$ cat config.mk
export PLATFORM = sky130hd
export DESIGN_NAME = mul_div_unit_flat
export DESIGN_NICKNAME = d
export VERILOG_FILES = /design/src/rtl/mdu_pkg.sv /design/src/rtl/mdu_if.sv /design/src/rtl/mdu_div_core.sv /design/src/rtl/mul_div_unit.sv /design/src/flat_wrapper.sv
export SDC_FILE = /design/constraint.sdc
export NUM_CORES = 2
export LEC_CHECK = 0
export ABC_AREA = 1
export CAP_MARGIN = 10
export CORE_MARGIN = 4
export CORE_UTILIZATION = 40
export DETAILED_ROUTE_END_ITERATION = 16
export SLEW_MARGIN = 15
export SYNTH_ARGS = -nofsm -noshare
export SYNTH_HDL_FRONTEND = slang
export SYNTH_HIERARCHICAL = 1
export SYNTH_SLANG_ARGS = --single-unit
$ cat constraint.sdc
create_clock -name clk -period 18.08 [get_ports clk]
set_clock_uncertainty 0.1 [all_clocks]
set_input_delay 3.616 -clock clk [delete_from_list [all_inputs] [get_ports clk]]
set_output_delay 3.616 -clock clk [all_outputs]
set_load 0.01 [all_outputs]
$ cat src/rtl/mdu_pkg.sv
// rtl/mdu_pkg.sv - op codes, FSM states and sign helpers for the multiply/divide unit
package mdu_pkg;

    localparam logic [3:0] OP_MULT  = 4'd0;
    localparam logic [3:0] OP_MULTU = 4'd1;
    localparam logic [3:0] OP_DIV   = 4'd2;
    localparam logic [3:0] OP_DIVU  = 4'd3;
    localparam logic [3:0] OP_MTHI  = 4'd4;
    localparam logic [3:0] OP_MTLO  = 4'd5;
    localparam logic [3:0] OP_MADD  = 4'd6;
    localparam logic [3:0] OP_MADDU = 4'd7;
    localparam logic [3:0] OP_MSUB  = 4'd8;
    localparam logic [3:0] OP_MSUBU = 4'd9;

    typedef enum logic [1:0] {
        ST_IDLE = 2'd0,
        ST_MUL  = 2'd1,
        ST_DIV  = 2'd2,
        ST_FIX  = 2'd3
    } state_t;

    // Helpers work on a wide container; callers cast in and out at their own WIDTH.
    localparam int MAX_W = 64;

    function automatic logic [MAX_W-1:0] cond_neg(input logic [MAX_W-1:0] x, input logic neg);
        return neg ? -x : x;
    endfunction

    function automatic logic [MAX_W-1:0] abs_val(input logic [MAX_W-1:0] x, input int w,
                                                 input logic is_signed);
        return cond_neg(x, is_signed && x[w-1]);
    endfunction

endpackage

$ cat src/rtl/mdu_if.sv
// rtl/mdu_if.sv - request/result bundle between the EX stage and the multiply/divide unit
interface mdu_if #(parameter int WIDTH = 32);
    logic             start;
    logic [3:0]       md_op;
    logic [WIDTH-1:0] a;
    logic [WIDTH-1:0] b;
    logic             flush;
    logic             busy;
    logic             done;
    logic [WIDTH-1:0] hi;
    logic [WIDTH-1:0] lo;

    modport master (output start, md_op, a, b, flush, input busy, done, hi, lo);
    modport slave  (input start, md_op, a, b, flush, output busy, done, hi, lo);
endinterface

$ cat src/rtl/mdu_div_core.sv
// rtl/mdu_div_core.sv - iterative restoring divider on unsigned magnitudes, one bit per cycle
module mdu_div_core #(
    parameter int WIDTH = 32
) (
    input  logic             clk,
    input  logic             rst_n,
    input  logic             load,
    input  logic             abort,
    input  logic [WIDTH-1:0] dividend,
    input  logic [WIDTH-1:0] divisor,
    output logic [WIDTH-1:0] quot,
    output logic [WIDTH-1:0] rem,
    output logic             valid
);

    localparam int CNT_W = $clog2(WIDTH + 1);

    logic [WIDTH-1:0] rem_q;
    logic [WIDTH-1:0] quot_q;
    logic [WIDTH-1:0] dvs_q;
    logic [CNT_W-1:0] cnt;
    logic             active;
    logic [WIDTH:0]   shifted;
    logic [WIDTH:0]   diff;

    // quot_q doubles as the dividend shift register; its MSB feeds the partial remainder.
    assign shifted = {rem_q, quot_q[WIDTH-1]};
    assign diff    = shifted - {1'b0, dvs_q};

    always_ff @(posedge clk or negedge rst_n) begin
        if (!rst_n) begin
            rem_q  <= '0;
            quot_q <= '0;
            dvs_q  <= '0;
            cnt    <= '0;
            active <= 1'b0;
        end else if (abort) begin
            cnt    <= '0;
            active <= 1'b0;
        end else if (load) begin
            rem_q  <= '0;
            quot_q <= dividend;
            dvs_q  <= divisor;
            cnt    <= CNT_W'(WIDTH);
            active <= 1'b1;
        end else if (cnt != '0) begin
            cnt <= cnt - CNT_W'(1);
            if (!diff[WIDTH]) begin
                rem_q  <= diff[WIDTH-1:0];
                quot_q <= {quot_q[WIDTH-2:0], 1'b1};
            end else begin
                rem_q  <= shifted[WIDTH-1:0];
                quot_q <= {quot_q[WIDTH-2:0], 1'b0};
            end
        end
    end

    assign quot  = quot_q;
    assign rem   = rem_q;
    assign valid = active && (cnt == '0);

endmodule

$ cat src/rtl/mul_div_unit.sv
// rtl/mul_div_unit.sv - multi-cycle MULT/DIV unit with HI/LO; MDU_MADD_EN adds MADD/MSUB accumulate ops
module mul_div_unit
    import mdu_pkg::*;
#(
    parameter int WIDTH   = 32,
    parameter int MUL_LAT = 5
) (
    input  logic  clk,
    input  logic  rst_n,
    mdu_if.slave  bus
);

    localparam int CNT_MAX = (WIDTH > MUL_LAT) ? WIDTH : MUL_LAT;
    localparam int CNT_W   = $clog2(CNT_MAX) + 1;

    state_t             state, state_nxt;
    logic [CNT_W-1:0]   cnt;
    logic [WIDTH-1:0]   a_q, b_q, hi_q, lo_q;
    logic [3:0]         op_q;
    logic               quot_neg, rem_neg, div_zero, done_q;
    logic               accept, is_mul, is_div, div_signed;
    logic               mul_commit, fix_exit, div_commit, div_load, div_valid;
    logic               mul_signed;
    logic [WIDTH-1:0]   dvd_mag, dvs_mag, quot_mag, rem_mag, quot_fix, rem_fix;
    logic [2*WIDTH-1:0] ext_a, ext_b, product, mul_result;

    assign bus.busy = (state != ST_IDLE);
    assign bus.done = done_q;
    assign bus.hi   = hi_q;
    assign bus.lo   = lo_q;

    assign accept = bus.start && !bus.busy && !bus.flush;

    always_comb begin
        is_mul = (bus.md_op == OP_MULT) || (bus.md_op == OP_MULTU);
`ifdef MDU_MADD_EN
        is_mul = is_mul || (bus.md_op == OP_MADD) || (bus.md_op == OP_MADDU)
                        || (bus.md_op == OP_MSUB) || (bus.md_op == OP_MSUBU);
`endif
        is_div     = (bus.md_op == OP_DIV) || (bus.md_op == OP_DIVU);
        div_signed = (bus.md_op == OP_DIV);
    end

    always_comb begin
        state_nxt  = state;
        mul_commit = 1'b0;
        fix_exit   = 1'b0;
        case (state)
            ST_IDLE: begin
                if (accept && is_mul)
                    state_nxt = ST_MUL;
                else if (accept && is_div)
                    state_nxt = (bus.b == '0) ? ST_FIX : ST_DIV;
            end
            ST_MUL: begin
                if (bus.flush) begin
                    state_nxt = ST_IDLE;
                end else if (cnt == '0) begin
                    state_nxt  = ST_IDLE;
                    mul_commit = 1'b1;
                end
            end
            ST_DIV: begin
                if (bus.flush)
                    state_nxt = ST_IDLE;
                else if (cnt == '0)
                    state_nxt = ST_FIX;
            end
            ST_FIX: begin
                if (bus.flush) begin
                    state_nxt = ST_IDLE;
                end else if (div_zero || div_valid) begin
                    state_nxt = ST_IDLE;
                    fix_exit  = 1'b1;
                end
            end
            default: state_nxt = ST_IDLE;
        endcase
    end

    always_ff @(posedge clk or negedge rst_n) begin
        if (!rst_n) state <= ST_IDLE;
        else        state <= state_nxt;
    end

    // Divide by zero skips the core entirely and only spends the FIX cycle.
    assign div_commit = fix_exit && !div_zero;
    assign div_load   = accept && is_div && (bus.b != '0);
    assign dvd_mag    = WIDTH'(abs_val(MAX_W'(bus.a), WIDTH, div_signed));
    assign dvs_mag    = WIDTH'(abs_val(MAX_W'(bus.b), WIDTH, div_signed));
    assign quot_fix   = WIDTH'(cond_neg(MAX_W'(quot_mag), quot_neg));
    assign rem_fix    = WIDTH'(cond_neg(MAX_W'(rem_mag), rem_neg));

    mdu_div_core #(.WIDTH(WIDTH)) u_div_core (
        .clk      (clk),
        .rst_n    (rst_n),
        .load     (div_load),
        .abort    (bus.flush),
        .dividend (dvd_mag),
        .divisor  (dvs_mag),
        .quot     (quot_mag),
        .rem      (rem_mag),
        .valid    (div_valid)
    );

    // One 2W x 2W multiply covers both signednesses once the operands are extended.
    always_comb begin
        mul_signed = (op_q == OP_MULT);
`ifdef MDU_MADD_EN
        mul_signed = mul_signed || (op_q == OP_MADD) || (op_q == OP_MSUB);
`endif
        ext_a      = mul_signed ? {{WIDTH{a_q[WIDTH-1]}}, a_q} : {{WIDTH{1'b0}}, a_q};
        ext_b      = mul_signed ? {{WIDTH{b_q[WIDTH-1]}}, b_q} : {{WIDTH{1'b0}}, b_q};
        product    = ext_a * ext_b;
        mul_result = product;
`ifdef MDU_MADD_EN
        if ((op_q == OP_MADD) || (op_q == OP_MADDU))
            mul_result = {hi_q, lo_q} + product;
        else if ((op_q == OP_MSUB) || (op_q == OP_MSUBU))
            mul_result = {hi_q, lo_q} - product;
`endif
    end

    always_ff @(posedge clk or negedge rst_n) begin
        if (!rst_n) begin
            a_q      <= '0;
            b_q      <= '0;
            op_q     <= '0;
            cnt      <= '0;
            quot_neg <= 1'b0;
            rem_neg  <= 1'b0;
            div_zero <= 1'b0;
            done_q   <= 1'b0;
            hi_q     <= '0;
            lo_q     <= '0;
        end else begin
            done_q <= mul_commit || fix_exit;
            if (accept) begin
                a_q      <= bus.a;
                b_q      <= bus.b;
                op_q     <= bus.md_op;
                quot_neg <= div_signed && (bus.a[WIDTH-1] ^ bus.b[WIDTH-1]);
                rem_neg  <= div_signed && bus.a[WIDTH-1];
                div_zero <= (bus.b == '0);
                cnt      <= is_div ? CNT_W'(WIDTH - 1) : CNT_W'(MUL_LAT - 1);
            end else if (cnt != '0) begin
                cnt <= cnt - CNT_W'(1);
            end
            if (accept && (bus.md_op == OP_MTHI)) hi_q <= bus.a;
            if (accept && (bus.md_op == OP_MTLO)) lo_q <= bus.a;
            if (mul_commit) {hi_q, lo_q} <= mul_result;
            if (div_commit) begin
                lo_q <= quot_fix;
                hi_q <= rem_fix;
            end
        end
    end

endmodule
$ cat src/flat_wrapper.sv
// flat-port wrapper written by rule: the top's interface ports become plain ports
module mul_div_unit_flat import mdu_pkg::*;
#(
    parameter int WIDTH   = 32,
    parameter int MUL_LAT = 5
)
  (clk, rst_n, bus_start, bus_md_op, bus_a, bus_b, bus_flush, bus_busy, bus_done, bus_hi, bus_lo);
  mdu_if #(.WIDTH(WIDTH)) bus_i ();
  input  logic clk;
  input  logic rst_n;
  input wire logic [$bits(bus_i.start)-1:0] bus_start;
  input wire logic [$bits(bus_i.md_op)-1:0] bus_md_op;
  input wire logic [$bits(bus_i.a)-1:0] bus_a;
  input wire logic [$bits(bus_i.b)-1:0] bus_b;
  input wire logic [$bits(bus_i.flush)-1:0] bus_flush;
  output wire logic [$bits(bus_i.busy)-1:0] bus_busy;
  output wire logic [$bits(bus_i.done)-1:0] bus_done;
  output wire logic [$bits(bus_i.hi)-1:0] bus_hi;
  output wire logic [$bits(bus_i.lo)-1:0] bus_lo;
  assign bus_i.start = bus_start;
  assign bus_i.md_op = bus_md_op;
  assign bus_i.a = bus_a;
  assign bus_i.b = bus_b;
  assign bus_i.flush = bus_flush;
  assign bus_busy = bus_i.busy;
  assign bus_done = bus_i.done;
  assign bus_hi = bus_i.hi;
  assign bus_lo = bus_i.lo;
  mul_div_unit #(.WIDTH(WIDTH), .MUL_LAT(MUL_LAT)) u_core (.clk(clk), .rst_n(rst_n), .bus(bus_i));
endmodule
Metal 2:
Bar = 100 µm. Cells faint in the background.
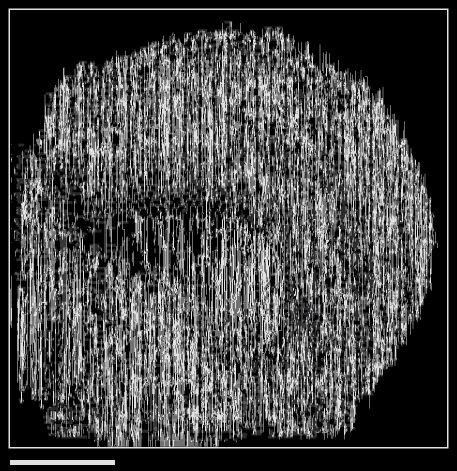
wire length on this layer = 104 mm
main direction = vertical
longest straight run = 160 µm
nets with wire on the layer = 8436

Metal 1:
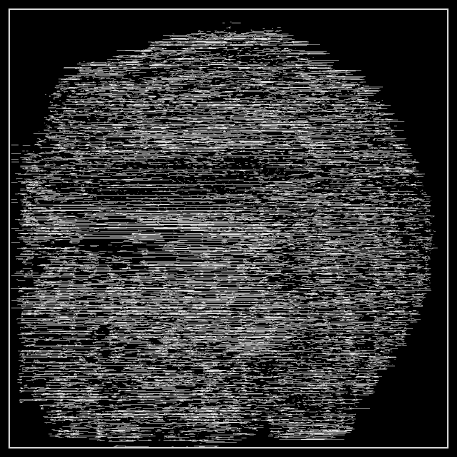
wire length on this layer = 95.4 mm
nets with wire on the layer = 9652
share of all routed wire = 43%

==> results.sh <==
# implementation run metrics
export IMPL_r2r_setup_slack_ps=7370
export IMPL_post_dp_hpwl_mm=187
export IMPL_post_route_period_util_pct=59.2
export IMPL_grt_total_usage_pct=25.9
export IMPL_crit_start="u_core/op_q[3]$_DFFE_PN0P_"
export IMPL_hold_path_cell_count=2
export IMPL_yosysSeqAreaShare_pct=9.31
export IMPL_drive_gt1_share_pct=3.61
export IMPL_taps=2189
export IMPL_top_level_ports=138
export IMPL_seq_cell_count=247
export IMPL_gr_usage_met3_pct=2.69
export IMPL_outcome="completed"
export IMPL_grtUsageMet2_pct=42.7
export IMPL_cts_hold_buf=0
export IMPL_fp_coreArea_mm2=0.165
export IMPL_h_tree_depth=2
export IMPL_die_h_um=415
export IMPL_buffers=233
export IMPL_drt_total_wl_mm=221
export IMPL_crit_buf_inv=6
export IMPL_grt_max_degree=140
export IMPL_antenna_cells=2
export IMPL_crit_path_max_fanout=33
export IMPL_grt_pass1_wl_mm=341
export IMPL_clock_area_share_pct=1.52
export IMPL_relSlewSlack_pct=25.5
